Figure 1. Register map, names as in the netlist (run 1).
Scale: 2 px per um. Other sequential cells in the stronger gray, the rest of the logic in the fainter gray.
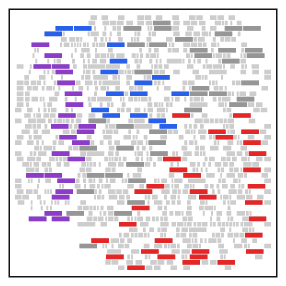
Figure 2. Routed metal, one color a layer (run 1).
Scale: 2 px per um.
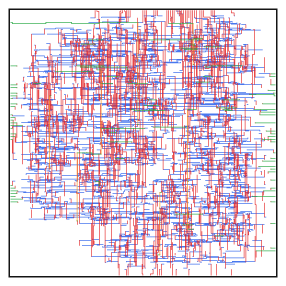
Figure 3. Met3 routing (run 1).
Scale: 2 px per um.
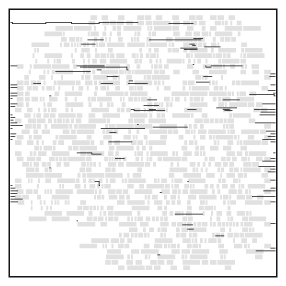
Figure 4. Track usage over the die (run 1).
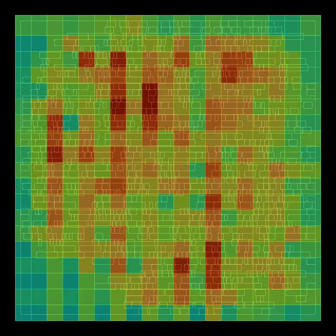
`src/rtl/stepdir_pkg.sv`:
```
// Shared definitions for the step/direction pulse generator.
package stepdir_pkg;

  // Smallest legal length of any setup, high or period interval, in cycles.
  localparam int unsigned MIN_CYC_DEF = 3;
  // Width of the interval timers.
  localparam int unsigned TMR_W = 16;

  typedef enum logic [1:0] {
    S_IDLE       = 2'd0,
    S_DIR_SETUP  = 2'd1,
    S_PULSE_HIGH = 2'd2,
    S_PULSE_LOW  = 2'd3
  } state_e;

  // Clamped pulse timing captured when a move is accepted.
  typedef struct packed {
    logic [TMR_W-1:0] pw;   // step high cycles
    logic [TMR_W-1:0] per;  // rising-edge-to-rising-edge cycles
  } timing_t;

endpackage

```
`src/rtl/stepdir_gen_if.sv`:
```
// Move request channel: valid/ready handshake carrying direction and step count.
//   move_valid  master -> slave  request present
//   move_ready  slave  -> master block can accept
//   move_dir    master -> slave  1 = forward
//   move_count  master -> slave  steps to emit
interface stepdir_gen_if #(
  parameter int unsigned CNT_W = 16
) ();
  logic             move_valid;
  logic             move_ready;
  logic             move_dir;
  logic [CNT_W-1:0] move_count;

  modport master (output move_valid, output move_dir, output move_count, input move_ready);
  modport slave  (input move_valid, input move_dir, input move_count, output move_ready);
endinterface

```
`src/rtl/stepdir_timer.sv`:
```
// Loadable 16-bit down-counter that stops at zero.
//   clk, resetn  clock / async active-low reset
//   load         load load_val this cycle (priority over counting)
//   load_val     value to load
//   zero_c       counter currently holds zero
module stepdir_timer
  import stepdir_pkg::*;
(
  input  logic             clk,
  input  logic             resetn,
  input  logic             load,
  input  logic [TMR_W-1:0] load_val,
  output logic             zero_c
);

  logic [TMR_W-1:0] cnt_q;

  always_ff @(posedge clk or negedge resetn) begin
    if (!resetn) begin
      cnt_q <= '0;
    end else if (load) begin
      cnt_q <= load_val;
    end else if (cnt_q != '0) begin
      cnt_q <= cnt_q - TMR_W'(1);
    end
  end

  assign zero_c = (cnt_q == '0);

endmodule

```
`src/rtl/stepdir_gen.sv`:
```
// Step/direction pulse generator: accepts a move of N steps and emits N step
// pulses with programmable dir setup, high time and period, tracking position.
//   clk, resetn          clock / async active-low reset
//   mv                   move request channel (slave side)
//   config_dir_setup     dir-to-step setup cycles (clamped to MIN_CYC)
//   config_pulse_width   step high cycles (clamped to MIN_CYC)
//   config_step_period   rise-to-rise cycles (clamped to pw + MIN_CYC)
//   abort                terminate the current move
//   step, dir            registered step pulse and direction level
//   busy, done, aborted  status; done is a one-cycle strobe, aborted qualifies it
//   steps_remaining      steps not yet emitted
//   position             signed emitted-step position, wraps
// MIN_CYC must be at least 1.
module stepdir_gen
  import stepdir_pkg::*;
#(
  parameter int unsigned CNT_W   = 16,
  parameter int unsigned POS_W   = 32,
  parameter int unsigned MIN_CYC = MIN_CYC_DEF
) (
  input  logic             clk,
  input  logic             resetn,
  stepdir_gen_if.slave     mv,
  input  logic [7:0]       config_dir_setup,
  input  logic [7:0]       config_pulse_width,
  input  logic [15:0]      config_step_period,
  input  logic             abort,
  output logic             step,
  output logic             dir,
  output logic             busy,
  output logic             done,
  output logic             aborted,
  output logic [CNT_W-1:0] steps_remaining,
  output logic [POS_W-1:0] position
);

  state_e           state_q, state_d;
  timing_t          tim_q;
  logic             abort_pend_q;

  logic             accept_c, zero_cnt_c, rise_c, abort_fin_c;
  logic             ph_load_c, per_load_c, ph_zero_c, per_zero_c;
  logic [TMR_W-1:0] ph_val_c, per_val_c;
  logic [TMR_W-1:0] ds_c, pw_c, pw_min_c, per_c;
  logic             step_d, done_d, aborted_d, abort_pend_d;

  assign mv.move_ready = (state_q == S_IDLE);
  assign busy          = (state_q != S_IDLE);
  assign accept_c      = mv.move_valid && (state_q == S_IDLE);
  assign zero_cnt_c    = (CNT_W'(mv.move_count) == '0);

  // Clamp the raw configuration to the legal minimum intervals.
  assign ds_c     = (TMR_W'(config_dir_setup) > TMR_W'(MIN_CYC)) ? TMR_W'(config_dir_setup) : TMR_W'(MIN_CYC);
  assign pw_c     = (TMR_W'(config_pulse_width) > TMR_W'(MIN_CYC)) ? TMR_W'(config_pulse_width) : TMR_W'(MIN_CYC);
  assign pw_min_c = pw_c + TMR_W'(MIN_CYC);
  assign per_c    = (config_step_period > pw_min_c) ? config_step_period : pw_min_c;

  // Phase timer covers dir setup and step high time; period timer runs from each rise.
  stepdir_timer u_ph_tmr (
    .clk      (clk),
    .resetn   (resetn),
    .load     (ph_load_c),
    .load_val (ph_val_c),
    .zero_c   (ph_zero_c)
  );

  stepdir_timer u_per_tmr (
    .clk      (clk),
    .resetn   (resetn),
    .load     (per_load_c),
    .load_val (per_val_c),
    .zero_c   (per_zero_c)
  );

  // State register.
  always_ff @(posedge clk or negedge resetn) begin
    if (!resetn) begin
      state_q <= S_IDLE;
    end else begin
      state_q <= state_d;
    end
  end

  // Next-state logic.
  always_comb begin
    state_d = state_q;
    case (state_q)
      S_IDLE: begin
        if (accept_c && !zero_cnt_c && !abort) state_d = S_DIR_SETUP;
      end
      S_DIR_SETUP: begin
        if (abort)          state_d = S_IDLE;
        else if (ph_zero_c) state_d = S_PULSE_HIGH;
      end
      S_PULSE_HIGH: begin
        // A pending abort only takes effect once the full high time is out.
        if (ph_zero_c) state_d = (abort || abort_pend_q) ? S_IDLE : S_PULSE_LOW;
      end
      S_PULSE_LOW: begin
        if (abort)           state_d = S_IDLE;
        else if (per_zero_c) state_d = (steps_remaining != '0) ? S_PULSE_HIGH : S_IDLE;
      end
      default: state_d = S_IDLE;
    endcase
  end

  // Output and datapath control.
  always_comb begin
    rise_c       = 1'b0;
    abort_fin_c  = 1'b0;
    ph_load_c    = 1'b0;
    ph_val_c     = '0;
    per_load_c   = 1'b0;
    per_val_c    = '0;
    abort_pend_d = 1'b0;
    aborted_d    = aborted;

    rise_c = ((state_q == S_DIR_SETUP) && !abort && ph_zero_c) ||
             ((state_q == S_PULSE_LOW) && !abort && per_zero_c && (steps_remaining != '0));

    abort_fin_c = (accept_c && abort) ||
                  (((state_q == S_DIR_SETUP) || (state_q == S_PULSE_LOW)) && abort) ||
                  ((state_q == S_PULSE_HIGH) && ph_zero_c && (abort || abort_pend_q));

    ph_load_c  = accept_c || rise_c;
    ph_val_c   = accept_c ? (ds_c - TMR_W'(1)) : (tim_q.pw - TMR_W'(1));
    per_load_c = rise_c;
    per_val_c  = tim_q.per - TMR_W'(1);

    abort_pend_d = (state_q == S_PULSE_HIGH) && !ph_zero_c && (abort_pend_q || abort);

    if (accept_c)         aborted_d = abort;
    else if (abort_fin_c) aborted_d = 1'b1;

    step_d = (state_d == S_PULSE_HIGH);
    // Any arrival in IDLE, including a zero-step or aborted accept.
    done_d = (state_d == S_IDLE) && ((state_q != S_IDLE) || accept_c);
  end

  // Registered outputs and move context.
  always_ff @(posedge clk or negedge resetn) begin
    if (!resetn) begin
      step            <= 1'b0;
      dir             <= 1'b0;
      done            <= 1'b0;
      aborted         <= 1'b0;
      abort_pend_q    <= 1'b0;
      steps_remaining <= '0;
      position        <= '0;
      tim_q           <= '0;
    end else begin
      step         <= step_d;
      done         <= done_d;
      aborted      <= aborted_d;
      abort_pend_q <= abort_pend_d;
      if (accept_c) begin
        dir             <= mv.move_dir;
        steps_remaining <= CNT_W'(mv.move_count);
        tim_q.pw        <= pw_c;
        tim_q.per       <= per_c;
      end else if (rise_c) begin
        steps_remaining <= steps_remaining - CNT_W'(1);
        position        <= dir ? (position + POS_W'(1)) : (position - POS_W'(1));
      end
    end
  end

endmodule

```
`src/flat_wrapper.sv`:
```
// flat-port wrapper written by rule: the top's interface ports become plain ports
module stepdir_gen_flat import stepdir_pkg::*;
#(
  parameter int unsigned CNT_W   = 16,
  parameter int unsigned POS_W   = 32,
  parameter int unsigned MIN_CYC = MIN_CYC_DEF
)
  (clk, resetn, config_dir_setup, config_pulse_width, config_step_period, abort, step, dir, busy, done, aborted, steps_remaining, position, mv_move_valid, mv_move_dir, mv_move_count, mv_move_ready);
  stepdir_gen_if #(.CNT_W(CNT_W)) mv_i ();
  input  logic clk;
  input  logic resetn;
  input  logic [7:0] config_dir_setup;
  input  logic [7:0] config_pulse_width;
  input  logic [15:0] config_step_period;
  input  logic abort;
  output logic step;
  output logic dir;
  output logic busy;
  output logic done;
  output logic aborted;
  output logic [CNT_W-1:0] steps_remaining;
  output logic [POS_W-1:0] position;
  input wire logic [$bits(mv_i.move_valid)-1:0] mv_move_valid;
  input wire logic [$bits(mv_i.move_dir)-1:0] mv_move_dir;
  input wire logic [$bits(mv_i.move_count)-1:0] mv_move_count;
  output wire logic [$bits(mv_i.move_ready)-1:0] mv_move_ready;
  assign mv_i.move_valid = mv_move_valid;
  assign mv_i.move_dir = mv_move_dir;
  assign mv_i.move_count = mv_move_count;
  assign mv_move_ready = mv_i.move_ready;
  stepdir_gen #(.CNT_W(CNT_W), .POS_W(POS_W), .MIN_CYC(MIN_CYC)) u_core (.clk(clk), .resetn(resetn), .mv(mv_i), .config_dir_setup(config_dir_setup), .config_pulse_width(config_pulse_width), .config_step_period(config_step_period), .abort(abort), .step(step), .dir(dir), .busy(busy), .done(done), .aborted(aborted), .steps_remaining(steps_remaining), .position(position));
endmodule
```
`config.mk`:
```
export PLATFORM = sky130hd
export DESIGN_NAME = stepdir_gen_flat
export DESIGN_NICKNAME = d
export VERILOG_FILES = /design/src/rtl/stepdir_pkg.sv /design/src/rtl/stepdir_gen_if.sv /design/src/rtl/stepdir_timer.sv /design/src/rtl/stepdir_gen.sv /design/src/flat_wrapper.sv
export SDC_FILE = /design/constraint.sdc
export NUM_CORES = 1
export LEC_CHECK = 0
export CAP_MARGIN = 20
export CORE_MARGIN = 2
export CORE_UTILIZATION = 45
export CTS_BUF_LIST = sky130_fd_sc_hd__clkbuf_16
export DETAILED_ROUTE_END_ITERATION = 10
export PLACE_DENSITY = 0.67
export SLEW_MARGIN = 40
export SYNTH_ARGS = -nofsm -noshare
export SYNTH_HDL_FRONTEND = slang
export SYNTH_SLANG_ARGS = --single-unit
```
`constraint.sdc`:
```
create_clock -name clk -period 4.5 [get_ports clk]
set_input_delay 0.9 -clock clk [delete_from_list [all_inputs] [get_ports clk]]
set_output_delay 0.9 -clock clk [all_outputs]
set_load 0.05 [all_outputs]
```
==> flow.log, run 1 <==
[flow] final metrics
INFO  metric avg_synthesized_cell_area = 8.735 um^2
INFO  metric core-area = 16410 um^2
INFO  metric synth.ff_latch_count = 111
INFO  metric syn_inst = 857
INFO  metric run_status = finished clean
INFO  metric ys_warn_count = 0
INFO  metric antenna-diode-count = 0
INFO  metric startpoint_type = primary input
INFO  metric num_vias = 6763
INFO  metric tap-cell-count = 220
INFO  metric worstRegToRegCells = 12
INFO  metric slew_viol_final = 0
INFO  metric clkbuf_count = 9
INFO  metric power.share.sequential = 28.9%
INFO  metric critical_path_class = in2reg
INFO  metric critical_path.top_delay_family = AND-OR/OR-AND gates
INFO  metric slew_headroom = 50.54%
INFO  metric worstPathCellList = clkdlybuf4s50_1 -> or4_1 -> nor3_2 -> nor2_1 -> ha_1 -> ha_1 -> nor2b_1 -> o21a_1 -> o21a_1 -> o21ai_0 -> a21oi_1 -> a211oi_1 -> o311ai_1 -> buf_4 -> and3_1 -> a211o_1
INFO  metric synth_cell_type_count = 71
INFO  metric power_leakage = 0.003977 uW
INFO  metric crit_fanout = 14
INFO  metric setup_viol = 0
INFO  metric cts.hold.buffers_added = 0
Back to the opening pictures, Figure 1:
- blue: `u_core.u_ph_tmr.cnt_q` (flops 16)
- red: `u_core.position` (flops 32)
- purple: `u_core.tim_q` (flops 24)

Back to the opening pictures, Figure 2:
- green: M3 (wire length 638 um)
- red: M2 (wire length 8380 um)
- orange: M4 (wire length 275 um)
- blue: M1 (wire length 9110 um)
total track usage: 21.16%
wire length reported by the detailed router: 18400 um

Back to the opening pictures, Figure 3:
- share of all routed wire: 3.5%
- longest straight run: 25.8 um
- nets with wire on the layer: 91
- main direction: horizontal
- wire length on this layer: 638 um

Back to the opening pictures, Figure 4:
share of the core filled with cells: 55.74%
drt wl/cell: 15.46 um

run 1: flip-flops by register name, summed over array words and instances (netlist names):
name                    cells
u_core.state_q              2
u_core.u_ph_tmr.cnt_q      16
u_core.u_per_tmr.cnt_q     16
u_core.step                 1
u_core.dir                  1
u_core.abort_pend_q         1
u_core.tim_q               24
u_core.position            32
u_core.aborted              1
u_core.done                 1
u_core.steps_remaining     16
run 1: layer usage:
metal | GRT usage (%) | share of wire, %
met1 | 30.42 | 49
met5 | 0 | 0
met4 | 6.930 | 1.5
met2 | 33.02 | 46
met3 | 2.874 | 3.5
--- run 2 (diff from run 1) ---
--- a/config.mk
+++ b/config.mk
@@ -11,5 +11,5 @@
 export CTS_BUF_LIST = sky130_fd_sc_hd__clkbuf_16
 export DETAILED_ROUTE_END_ITERATION = 10
-export PLACE_DENSITY = 0.67
+export PLACE_DENSITY = 0.7
 export SLEW_MARGIN = 40
 export SYNTH_ARGS = -nofsm -noshare
==> constraint.sdc (replaced) <==
create_clock -name clk -period 4.5 [get_ports clk]
set_input_delay 0.9 -clock clk [delete_from_list [all_inputs] [get_ports clk]]
set_output_delay 0.9 -clock clk [all_outputs]
set_load 0.005 [all_outputs]
Figure 5. Routed metal, one color a layer (run 2).
Scale: 2 px per um.
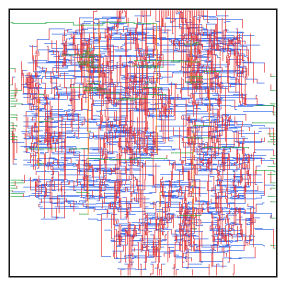
- orange: M4 (wire length 345 um)
- blue: M1 (wire length 9100 um)
- green: M3 (wire length 655 um)
- red: M2 (wire length 8510 um)
drt wl/cell: 15.58 um
wire length reported by the detailed router: 18610 um
Via Count: 6719
total track usage: 21.43%

==> run 2 against run 1 <==
Effect of this change: sequential cell count is the same; die area is the same; area after synthesis is the same; power shrank 9.7%; cell count grew 0.34%; first-iteration DRC count shrank 8.5%; critical endpoint is now u_core.tim_q[5]; largest cell class unchanged; largest power group unchanged; highest routed layer unchanged.
==> flow.log, run 2 <==
[flow] final metrics
INFO  metric run_status = finished clean (unchanged)
INFO  metric grt.busiest_layer = met2 (unchanged)
INFO  metric worstPathCellList = clkdlybuf4s50_1 -> or4_1 -> nor3_2 -> nor2_1 -> ha_1 -> ha_1 -> nor2b_1 -> o21a_1 -> o21a_1 -> o21ai_0 -> a21oi_1 -> a211oi_1 -> o311ai_1 -> buf_4 -> and3_1 -> a211o_1 (unchanged)
INFO  metric tap-cell-count = 220 (unchanged)
INFO  metric dominant_logic_cell_type_in_the_layout = sky130_fd_sc_hd__nand2_1 (unchanged)
INFO  metric buffers_inserted_during_post_cts_setup_optimization = 0 (unchanged)
INFO  metric power.sequential.total = 1900 uW (was 1890 uW)
INFO  metric met3_wirelength = 654 um (was 637 um)
INFO  metric worstRegToRegCells = 11 (was 12)
INFO  metric ys_chip_area = 7486 um^2 (unchanged)
INFO  metric finalCoreUtilization = 56.05% (was 55.74%)
INFO  metric ff2ff_setup_slack = 0.46 ns (was 0.78 ns)
INFO  metric critical_path.top_delay_family = AND-OR/OR-AND gates (unchanged)
INFO  metric slew_viol_final = 0 (unchanged)
INFO  metric clkbuf_count = 9 (unchanged)
INFO  metric gr-usage-met1 = 31.16% (was 30.42%)
INFO  metric slew_headroom = 48.78% (was 50.54%)
INFO  metric setup_viol = 0 (unchanged)
INFO  metric highest_layer = met4 (unchanged)
INFO  metric synthMuxAreaShare = 1.504% (unchanged)
INFO  metric largest_reg_flops = 32 (unchanged)
INFO  metric syn_inst = 857 (unchanged)
INFO  metric largest_registers_in_the_final_layout = u_core.position x32, u_core.tim_q x24 (unchanged)
INFO  metric cap_viol_max_count = 0 (unchanged)
INFO  metric crit_fanout = 14 (unchanged)
INFO  metric met1_length = 9099 um (was 9106 um)
INFO  metric power_leakage = 0.004012 uW (was 0.003977 uW)
INFO  metric ys_warn_count = 0 (unchanged)
INFO  metric core-area = 16410 um^2 (unchanged)
INFO  metric startpoint_type = primary input (unchanged)
INFO  metric largest_reg_by_ff_count = u_core.position (unchanged)
INFO  metric gr-usage-met2 = 32.99% (was 33.02%)
INFO  metric report.power.total = 5901 uW (was 6534 uW)
INFO  metric met3_usage = 2.567% (was 2.874%)
Figure 6. Register map, names as in the netlist (run 2).
Scale: 2 px per um. Other sequential cells in the stronger gray, the rest of the logic in the fainter gray.
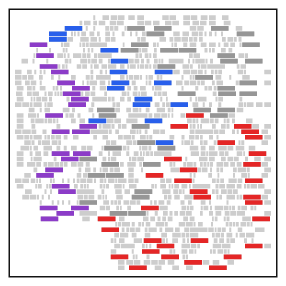
- red: `u_core.position` (flops 32)
- blue: `u_core.u_ph_tmr.cnt_q` (flops 16)
- purple: `u_core.tim_q` (flops 24)

[run 2: cell counts after synthesis]
Identical to the previous run, type by type.
[run 2: worst reg2reg max path: stages (launching register included)]
cell                         delay (ns)
sky130_fd_sc_hd__dfrtp_1           0.50
sky130_fd_sc_hd__clkinvlp_4        0.47
sky130_fd_sc_hd__ha_1              0.47
sky130_fd_sc_hd__a211oi_1          0.26
sky130_fd_sc_hd__o21ai_0           0.23
sky130_fd_sc_hd__a2111oi_0         0.47
sky130_fd_sc_hd__o211ai_1          0.18
sky130_fd_sc_hd__and3_1            0.21
sky130_fd_sc_hd__or4_1             0.46
sky130_fd_sc_hd__a2111oi_0         0.43
sky130_fd_sc_hd__a31o_2            0.18
sky130_fd_sc_hd__o21ai_0           0.08
Power is estimated from default activity; no workload was simulated.
